## config.mk

```make
export PLATFORM = sky130hd
export DESIGN_NAME = control_word_sequencer
export DESIGN_NICKNAME = d
export VERILOG_FILES = /design/src/rtl/control_word_sequencer.sv
export SDC_FILE = /design/constraint.sdc
export NUM_CORES = 1
export LEC_CHECK = 0
export ABC_AREA = 1
export CORE_ASPECT_RATIO = 0.7
export CORE_MARGIN = 2
export CORE_UTILIZATION = 30
export CTS_CLUSTER_SIZE = 28
export DETAILED_ROUTE_END_ITERATION = 8
export SLEW_MARGIN = 20
export SYNTH_ARGS = -nofsm -noshare
export SYNTH_HDL_FRONTEND = slang
export SYNTH_SLANG_ARGS = --single-unit
```

## constraint.sdc

```tcl
create_clock -name i_clk -period 1.2 [get_ports i_clk]
set_input_delay 0.36 -clock i_clk [delete_from_list [all_inputs] [get_ports i_clk]]
set_output_delay 0.36 -clock i_clk [all_outputs]
set_load 0.1 [all_outputs]
```

## src/rtl/control_word_sequencer.sv

```systemverilog
// One-hot phase sequencer that drives a registered control word built from per-step masks.
// Optional feature: define CTRL_HOLD_EN to add an i_hold input that freezes a running sequence.
module control_word_sequencer #(
    parameter int NUM_STEPS  = 3,
    parameter int NUM_SIGS   = 5,
    parameter int CONTINUOUS = 0
) (
    input  logic                         i_clk,
    input  logic                         i_rst,
    input  logic                         i_start,
    input  logic                         i_stop,
    input  logic                         i_cfg_we,
    input  logic [$clog2(NUM_STEPS)-1:0] i_cfg_step,
    input  logic [NUM_SIGS-1:0]          i_cfg_mask,
`ifdef CTRL_HOLD_EN
    input  logic                         i_hold,
`endif
    output logic [NUM_STEPS-1:0]         o_step_onehot,
    output logic [NUM_SIGS-1:0]          o_ctrl,
    output logic                         o_busy,
    output logic                         o_done,
    output logic                         o_cfg_err,
    output logic [1:0]                   o_dbg_state
);

    typedef enum logic [1:0] {
        S_IDLE = 2'd0,
        S_RUN  = 2'd1,
        S_DONE = 2'd2
    } state_t;

    state_t                r_state;
    state_t                w_state_nxt;
    logic [NUM_STEPS-1:0]  r_step;
    logic [NUM_STEPS-1:0]  w_step_nxt;
    logic [NUM_STEPS-1:0]  w_adv_step;
    logic [NUM_SIGS-1:0]   r_ctrl;
    logic [NUM_SIGS-1:0]   w_ctrl_nxt;
    logic [NUM_SIGS-1:0]   w_adv_ctrl;
    logic [NUM_SIGS-1:0]   w_mask0;
    logic [NUM_SIGS-1:0]   r_mask [NUM_STEPS];
    logic                  r_cfg_err;
    logic                  w_cfg_ok;
    logic                  w_cfg_rej;
    logic                  w_hold;

`ifdef CTRL_HOLD_EN
    assign w_hold = i_hold;
`else
    assign w_hold = 1'b0;
`endif

    assign w_cfg_ok  = i_cfg_we && (r_state != S_RUN) && (int'(i_cfg_step) < NUM_STEPS);
    assign w_cfg_rej = i_cfg_we && !w_cfg_ok;

    // A step-0 write in the start cycle must reach the first ctrl load.
    assign w_mask0 = (w_cfg_ok && (i_cfg_step == '0)) ? i_cfg_mask : r_mask[0];

    assign w_adv_step = r_step[NUM_STEPS-1] ? NUM_STEPS'(1) : (r_step << 1);

    always_comb begin
        w_adv_ctrl = '0;
        for (int i = 0; i < NUM_STEPS; i++) begin
            if (w_adv_step[i]) begin
                w_adv_ctrl = w_adv_ctrl | r_mask[i];
            end
        end
    end

    always_comb begin
        w_state_nxt = r_state;
        w_step_nxt  = r_step;
        w_ctrl_nxt  = r_ctrl;
        case (r_state)
            S_IDLE: begin
                if (i_start) begin
                    w_state_nxt = S_RUN;
                    w_step_nxt  = NUM_STEPS'(1);
                    w_ctrl_nxt  = w_mask0;
                end
            end
            S_RUN: begin
                if (i_stop) begin
                    w_state_nxt = S_DONE;
                    w_step_nxt  = '0;
                    w_ctrl_nxt  = '0;
                end else if (!w_hold) begin
                    if (r_step[NUM_STEPS-1] && (CONTINUOUS == 0)) begin
                        w_state_nxt = S_DONE;
                        w_step_nxt  = '0;
                        w_ctrl_nxt  = '0;
                    end else begin
                        w_step_nxt = w_adv_step;
                        w_ctrl_nxt = w_adv_ctrl;
                    end
                end
            end
            S_DONE: begin
                w_state_nxt = S_IDLE;
                w_step_nxt  = '0;
                w_ctrl_nxt  = '0;
            end
            default: begin
                w_state_nxt = S_IDLE;
                w_step_nxt  = '0;
                w_ctrl_nxt  = '0;
            end
        endcase
    end

    always_ff @(posedge i_clk) begin
        if (i_rst) begin
            r_state   <= S_IDLE;
            r_step    <= '0;
            r_ctrl    <= '0;
            r_cfg_err <= 1'b0;
        end else begin
            r_state   <= w_state_nxt;
            r_step    <= w_step_nxt;
            r_ctrl    <= w_ctrl_nxt;
            r_cfg_err <= w_cfg_rej;
        end
    end

    always_ff @(posedge i_clk) begin
        if (i_rst) begin
            for (int i = 0; i < NUM_STEPS; i++) begin
                r_mask[i] <= '0;
            end
        end else if (w_cfg_ok) begin
            r_mask[i_cfg_step] <= i_cfg_mask;
        end
    end

    assign o_step_onehot = r_step;
    assign o_ctrl        = r_ctrl;
    assign o_busy        = (r_state == S_RUN);
    assign o_done        = (r_state == S_DONE);
    assign o_cfg_err     = r_cfg_err;
    assign o_dbg_state   = r_state;

endmodule

```

==> results.json, run 1 <==
{
  "logic_gate_count": 102,
  "status": "finished with violations",
  "cp_slowest_stage_delay_ps": 360,
  "violations": "setup timing",
  "synthesis.area_um2": 1226,
  "largest_register_ffs": 15,
  "fillers": 334,
  "skew_ps": 4.615,
  "lay_top_cells": "nand2_1 (36), buf_4 (21), nand3_1 (17), edfxtp_1 (15), buf_12 (14)",
  "worst_hold_slack_ps": 500.9,
  "reg2reg_from": "o_dbg_state[0]$_SDFFE_PP0P_",
  "drive_gt1_share_pct": 50.98,
  "viasPerCell": 4.516,
  "antennaDiodeCount": 0,
  "syn_avg_cell_area_um2": 8.285,
  "min_from": "o_ctrl[4]$_SDFFE_PP0P_",
  "finalSetupViolations": 34,
  "num-nets-final": 217,
  "cts_buffer_depth": 2,
  "netlist_logic_family_top": "simple AND/OR/NAND/NOR gates",
  "synth_top_area_share_pct": 36.73,
  "clk_latency_ps": 270,
  "seq_share_pct": 32.22,
  "buffers": 53,
  "critPathMaxFanout": 3,
  "nClkBuffers": 3,
  "reg2reg_slack_ps": -120,
  "area_growth_pct": 76.43,
  "seqCellArea_um2": 696.9,
  "cp.depth": 3,
  "power.share.switching_pct": 29.97,
  "syn_inst": 148,
  "synth-edff-count": 15,
  "io_buffers": 24,
  "setup_tns_ps": -3086,
  "worst_slew_pin_slew_ps": 400.3,
  "period_used_pct": 115.3,
  "synth-compound-area-share_pct": 4.898,
  "clock_area_share_pct": 3.297,
  "cts_tree": "yes",
  "comb-power_w": 0.000707,
  "hold_class": "flip-flop to flip-flop",
  "pg_seq_w": 0.00102,
  "yosysSeqAreaShare_pct": 54.69,
  "cts_max_level": 1,
  "p_sw_w": 0.0007369,
  "top_layer": "met4",
  "fp_util_pct": 31.26,
  "critPathKind": "flip-flop to output pin",
  "firstDrtPassIters": 4,
  "r2r-end": "o_ctrl[2]$_SDFFE_PP0P_",
  "fp.dieH_um": 57.49,
  "fin_ws_ps": -183.9,
  "crit_required_ps": 840,
  "dp_cells": 244,
  "combGateArea_um2": 631.9,
  "startpoint": "o_dbg_state[0]$_SDFFE_PP0P_",
  "place_ws_ps": -517.2,
  "largest-register": "r_mask",
  "fin_cells": 256,
  "ys_cells": 148,
  "drt-initial-drc-count": 52,
  "power.group.top": "registers",
  "async_flop_share_pct": 0,
  "ys_sh_xor_pct": 0,
  "ys.flops": 26
}
### M1 wires, run 1

Drawn at 6 px/µm.
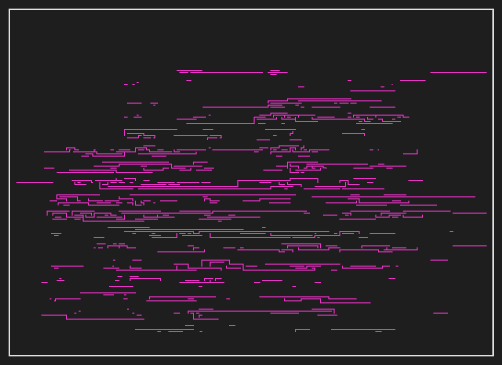
share of all routed wire: 45%
main direction: horizontal
final WL: 3.192 mm
met1 Resource Use GR: 19.18%
vias post-DR: 1156

### Routing congestion map, run 1

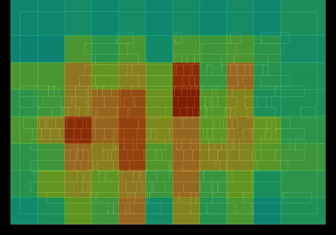
GR Util met2: 24.52%
met3 usage: 5.222%
grt peak-use layer: met2
routed length per instance: 12.47 µm
gr usage total: 14.72%

### Placement by cell class, run 1

Drawn at 4 px/µm.
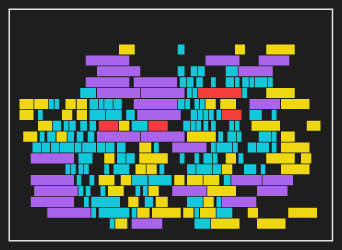
| class | colour | cells |
|---|---|---|
| clock drivers and dummy loads | red | 4 |
| remaining buffers and delay cells | yellow | 53 |
| remaining logic cells | cyan | 121 |
| registers | purple | 26 |

### Close-up of the layout, run 1

Window x 8 to 33, y 31 to 56 µm. Cells in grey, sequential cells in the stronger grey; small squares are vias.
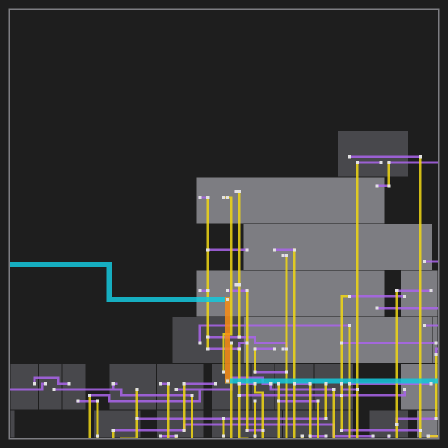
| layer | colour |
|---|---|
| M4 | orange |
| M3 | cyan |
| M1 | purple |
| M2 | yellow |
most frequent: nor2_2 (4), buf_4 (4), edfxtp_1 (4)
sequential cells in the window: 4
netlist names of flops here include: `r_mask` (4)
cells with their middle in the window: 19

--- run 2 (diff from run 1) ---
--- a/config.mk
+++ b/config.mk
@@ -7,7 +7,6 @@
 export LEC_CHECK = 0
 export ABC_AREA = 1
 export CORE_ASPECT_RATIO = 0.7
-export CORE_MARGIN = 2
 export CORE_UTILIZATION = 30
 export CTS_CLUSTER_SIZE = 28
 export DETAILED_ROUTE_END_ITERATION = 8
==> run 2 against run 1 <==
  * The run still ends with setup timing left
  * Utilization increased by 0.64 points
  * Clock skew about the same
  * Cell area increased by 1.2%
  * Maximum frequency shrank 0.66%
  * Flip-flop count unchanged
  * Final cell count is the same
==> results.json, run 2 <==
{
  "route.met3.wl_um": 140,
  "min_from": "o_ctrl[4]$_SDFFE_PP0P_",
  "viasPerCell": 4.559,
  "io_pins": 25,
  "synth_top_area_share_pct": 36.73,
  "track_usage_pct": 15.96,
  "yosysSeqAreaShare_pct": 54.69,
  "grt_use_met1_pct": 21.53,
  "skew_ps": 4.539,
  "antennaDiodeCount": 0,
  "period_used_pct": 116.1,
  "syn_inst": 148,
  "cts_tree": "yes",
  "ys_cells": 148,
  "drive_gt1_share_pct": 50.98,
  "layout_min_cycle_time_ps": 1393,
  "ys_sh_xor_pct": 0,
  "fp.dieH_um": 55.49,
  "largest-register": "r_mask",
  "firstDrtPassIters": 4,
  "synthesis.area_um2": 1226,
  "cp.depth": 3,
  "power.group.top": "registers",
  "fin_ws_ps": -193.0,
  "use_met2_pct": 26.19,
  "crit_family": "flip-flops",
  "io_buffers": 24,
  "fillers": 356,
  "nClkBuffers": 3,
  "critPathMaxFanout": 4,
  "async_flop_share_pct": 0,
  "fp_util_pct": 31.26,
  "wl_per_cell_um": 13.36,
  "buffers": 53,
  "cts_max_level": 1,
  "logic_gate_count": 102,
  "setup_tns_ps": -4797,
  "p_sw_w": 0.0007437,
  "worst_hold_slack_ps": 502.6,
  "ys.flops": 26,
  "cts_buffer_depth": 2,
  "worst_slew_pin_slew_ps": 396.5,
  "area_growth_pct": 78.47,
  "seq_share_pct": 31.85,
  "reg2reg_from": "o_dbg_state[0]$_SDFFE_PP0P_",
  "critPathKind": "flip-flop to output pin",
  "comb-power_w": 0.000719,
  "crit_required_ps": 840,
  "largest_register_ffs": 15,
  "routed-via-count": 1167,
  "violations": "setup timing",
  "dp_cells": 243,
  "fin_cells": 256,
  "status": "finished with violations",
  "power.share.switching_pct": 30.15,
  "combGateArea_um2": 656.9,
  "startpoint": "o_dbg_state[1]$_SDFFE_PP0P_",
  "syn_avg_cell_area_um2": 8.285,
  "lay_top_cells": "nand2_1 (36), buf_4 (21), edfxtp_1 (15), buf_12 (14), nand3_1 (13)",
  "finalSetupViolations": 40,
  "hold_class": "flip-flop to flip-flop",
  "synth-compound-area-share_pct": 4.898,
  "drt_wl_total_mm": 3.421,
  "reg2reg_slack_ps": -170,
  "pg_seq_w": 0.00102,
  "clock_area_share_pct": 3.259,
  "cp_slowest_stage_delay_ps": 390,
  "ctsHoldBuffers": 0,
  "drt-initial-drc-count": 35,
  "grt_busiest_layer": "met2",
  "place_ws_ps": -576.5,
  "synth-edff-count": 15,
  "r2r-end": "r_mask[1][4]$_SDFFCE_PN0P_"
}
### Close-up of the layout, run 2

Window x 7 to 32, y 29 to 54 µm. Cells in grey, sequential cells in the stronger grey; small squares are vias.
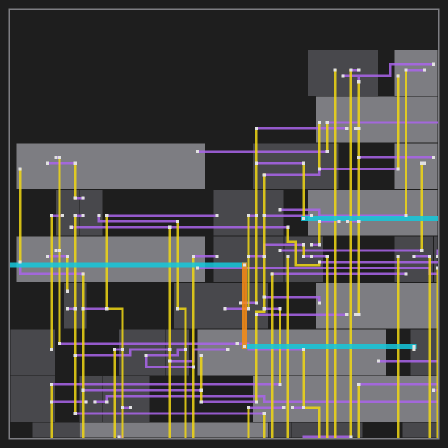
| layer | colour |
|---|---|
| M4 | orange |
| M2 | yellow |
| M1 | purple |
| M3 | cyan |
most frequent: edfxtp_1 (7), nor2_1 (4), nor2_4 (3)
cells with their middle in the window: 24
sequential cells in the window: 7
netlist names of flops here include: `r_mask` (7)

--- run 3 (diff from run 2) ---
--- a/config.mk
+++ b/config.mk
@@ -6,7 +6,6 @@
 export NUM_CORES = 1
 export LEC_CHECK = 0
 export ABC_AREA = 1
-export CORE_ASPECT_RATIO = 0.7
 export CORE_UTILIZATION = 30
 export CTS_CLUSTER_SIZE = 28
 export DETAILED_ROUTE_END_ITERATION = 8
==> run 3 against run 2 <==
  * The run still ends with setup timing left
  * Hold slack better by 4.8 ps
  * Maximum frequency is 0.21% higher
  * Combinational power hardly changed
  * Clock skew grew 1.8 ps
  * Register-to-register slack about the same
  * Largest cell class unchanged
  * Clock-buffer cell count is 1 higher
  * Via count shrank 0.17%
==> results.json, run 3 <==
{
  "status": "finished with violations",
  "violations": "setup timing",
  "fp_util_pct": 32.28,
  "startpoint": "o_dbg_state[0]$_SDFFE_PP0P_",
  "synth-edff-count": 15,
  "area_growth_pct": 78.67,
  "wl_per_cell_um": 12.08,
  "worst_hold_slack_ps": 507.4,
  "ys.flops": 26,
  "drt-initial-drc-count": 33,
  "fp.dieH_um": 65.93,
  "grt_use_met1_pct": 18.02,
  "crit_family": "flip-flops",
  "critPathKind": "flip-flop to output pin",
  "power.group.top": "registers",
  "antenna_found_initial": 0,
  "pg_seq_w": 0.00102,
  "firstDrtPassIters": 4,
  "syn_inst": 148,
  "ctsHoldBuffers": 0,
  "finalSetupViolations": 36,
  "crit_required_ps": 840,
  "worst_slew_pin_slew_ps": 370.8,
  "combGateArea_um2": 686.9,
  "comb-power_w": 0.000718,
  "io_pins": 25,
  "yosysChipArea_um2": 1226,
  "dp_cells": 240,
  "largest-register": "r_mask",
  "cts_buffer_depth": 2,
  "power.share.switching_pct": 31.85,
  "layout_min_cycle_time_ps": 1390,
  "gr-usage-met3_pct": 3.103,
  "period_used_pct": 115.8,
  "clock_area_share_pct": 2.056,
  "cts_tree": "yes",
  "buffers": 54,
  "ys_sh_xor_pct": 0,
  "min_from": "o_ctrl[3]$_SDFFE_PP0P_",
  "synthesis.area_um2": 1226,
  "largest_register_ffs": 15,
  "place_ws_ps": -541.7,
  "synth_top_area_share_pct": 36.73,
  "cp.depth": 3,
  "async_flop_share_pct": 0,
  "track_usage_pct": 15.04,
  "seq_share_pct": 31.81,
  "fin_ws_ps": -190.1,
  "p_sw_w": 0.0007081,
  "lay_top_cells": "nand2_1 (30), buf_4 (23), edfxtp_1 (15), nand3_1 (14), buf_12 (14)",
  "route.met3.wl_um": 137,
  "cts_max_level": 1,
  "synth-compound-area-share_pct": 4.898,
  "p_seq_share_pct": 46.0,
  "viasPerCell": 4.605,
  "grt_pass1_vias": 1153,
  "antennaDiodeCount": 0,
  "fillers": 303,
  "setup_tns_ps": -4672,
  "drive_gt1_share_pct": 54.63,
  "critPathMaxFanout": 3,
  "io_buffers": 24,
  "reg2reg_slack_ps": -170,
  "cp_num_buf_inv": 2,
  "fin_cells": 253,
  "nClkBuffers": 4,
  "logic_gate_count": 102,
  "use_met2_pct": 27.17,
  "reg2reg_from": "o_dbg_state[0]$_SDFFE_PP0P_",
  "hold_class": "flip-flop to flip-flop",
  "dp_hpwl_mm": 2.288,
  "ys_cells": 148,
  "grt_busiest_layer": "met2",
  "cp_slowest_stage_delay_ps": 360,
  "yosysSeqAreaShare_pct": 54.69
}
### M1 wires, run 3

Drawn at 8 px/µm.
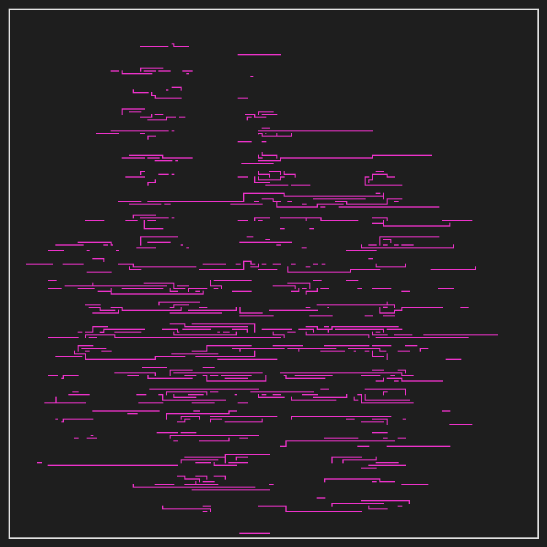
main direction: horizontal
wire length on this layer: 1290 µm
final WL: 3.057 mm
vias post-DR: 1165

No activity file was given, so power comes from the tool's default toggle rates.
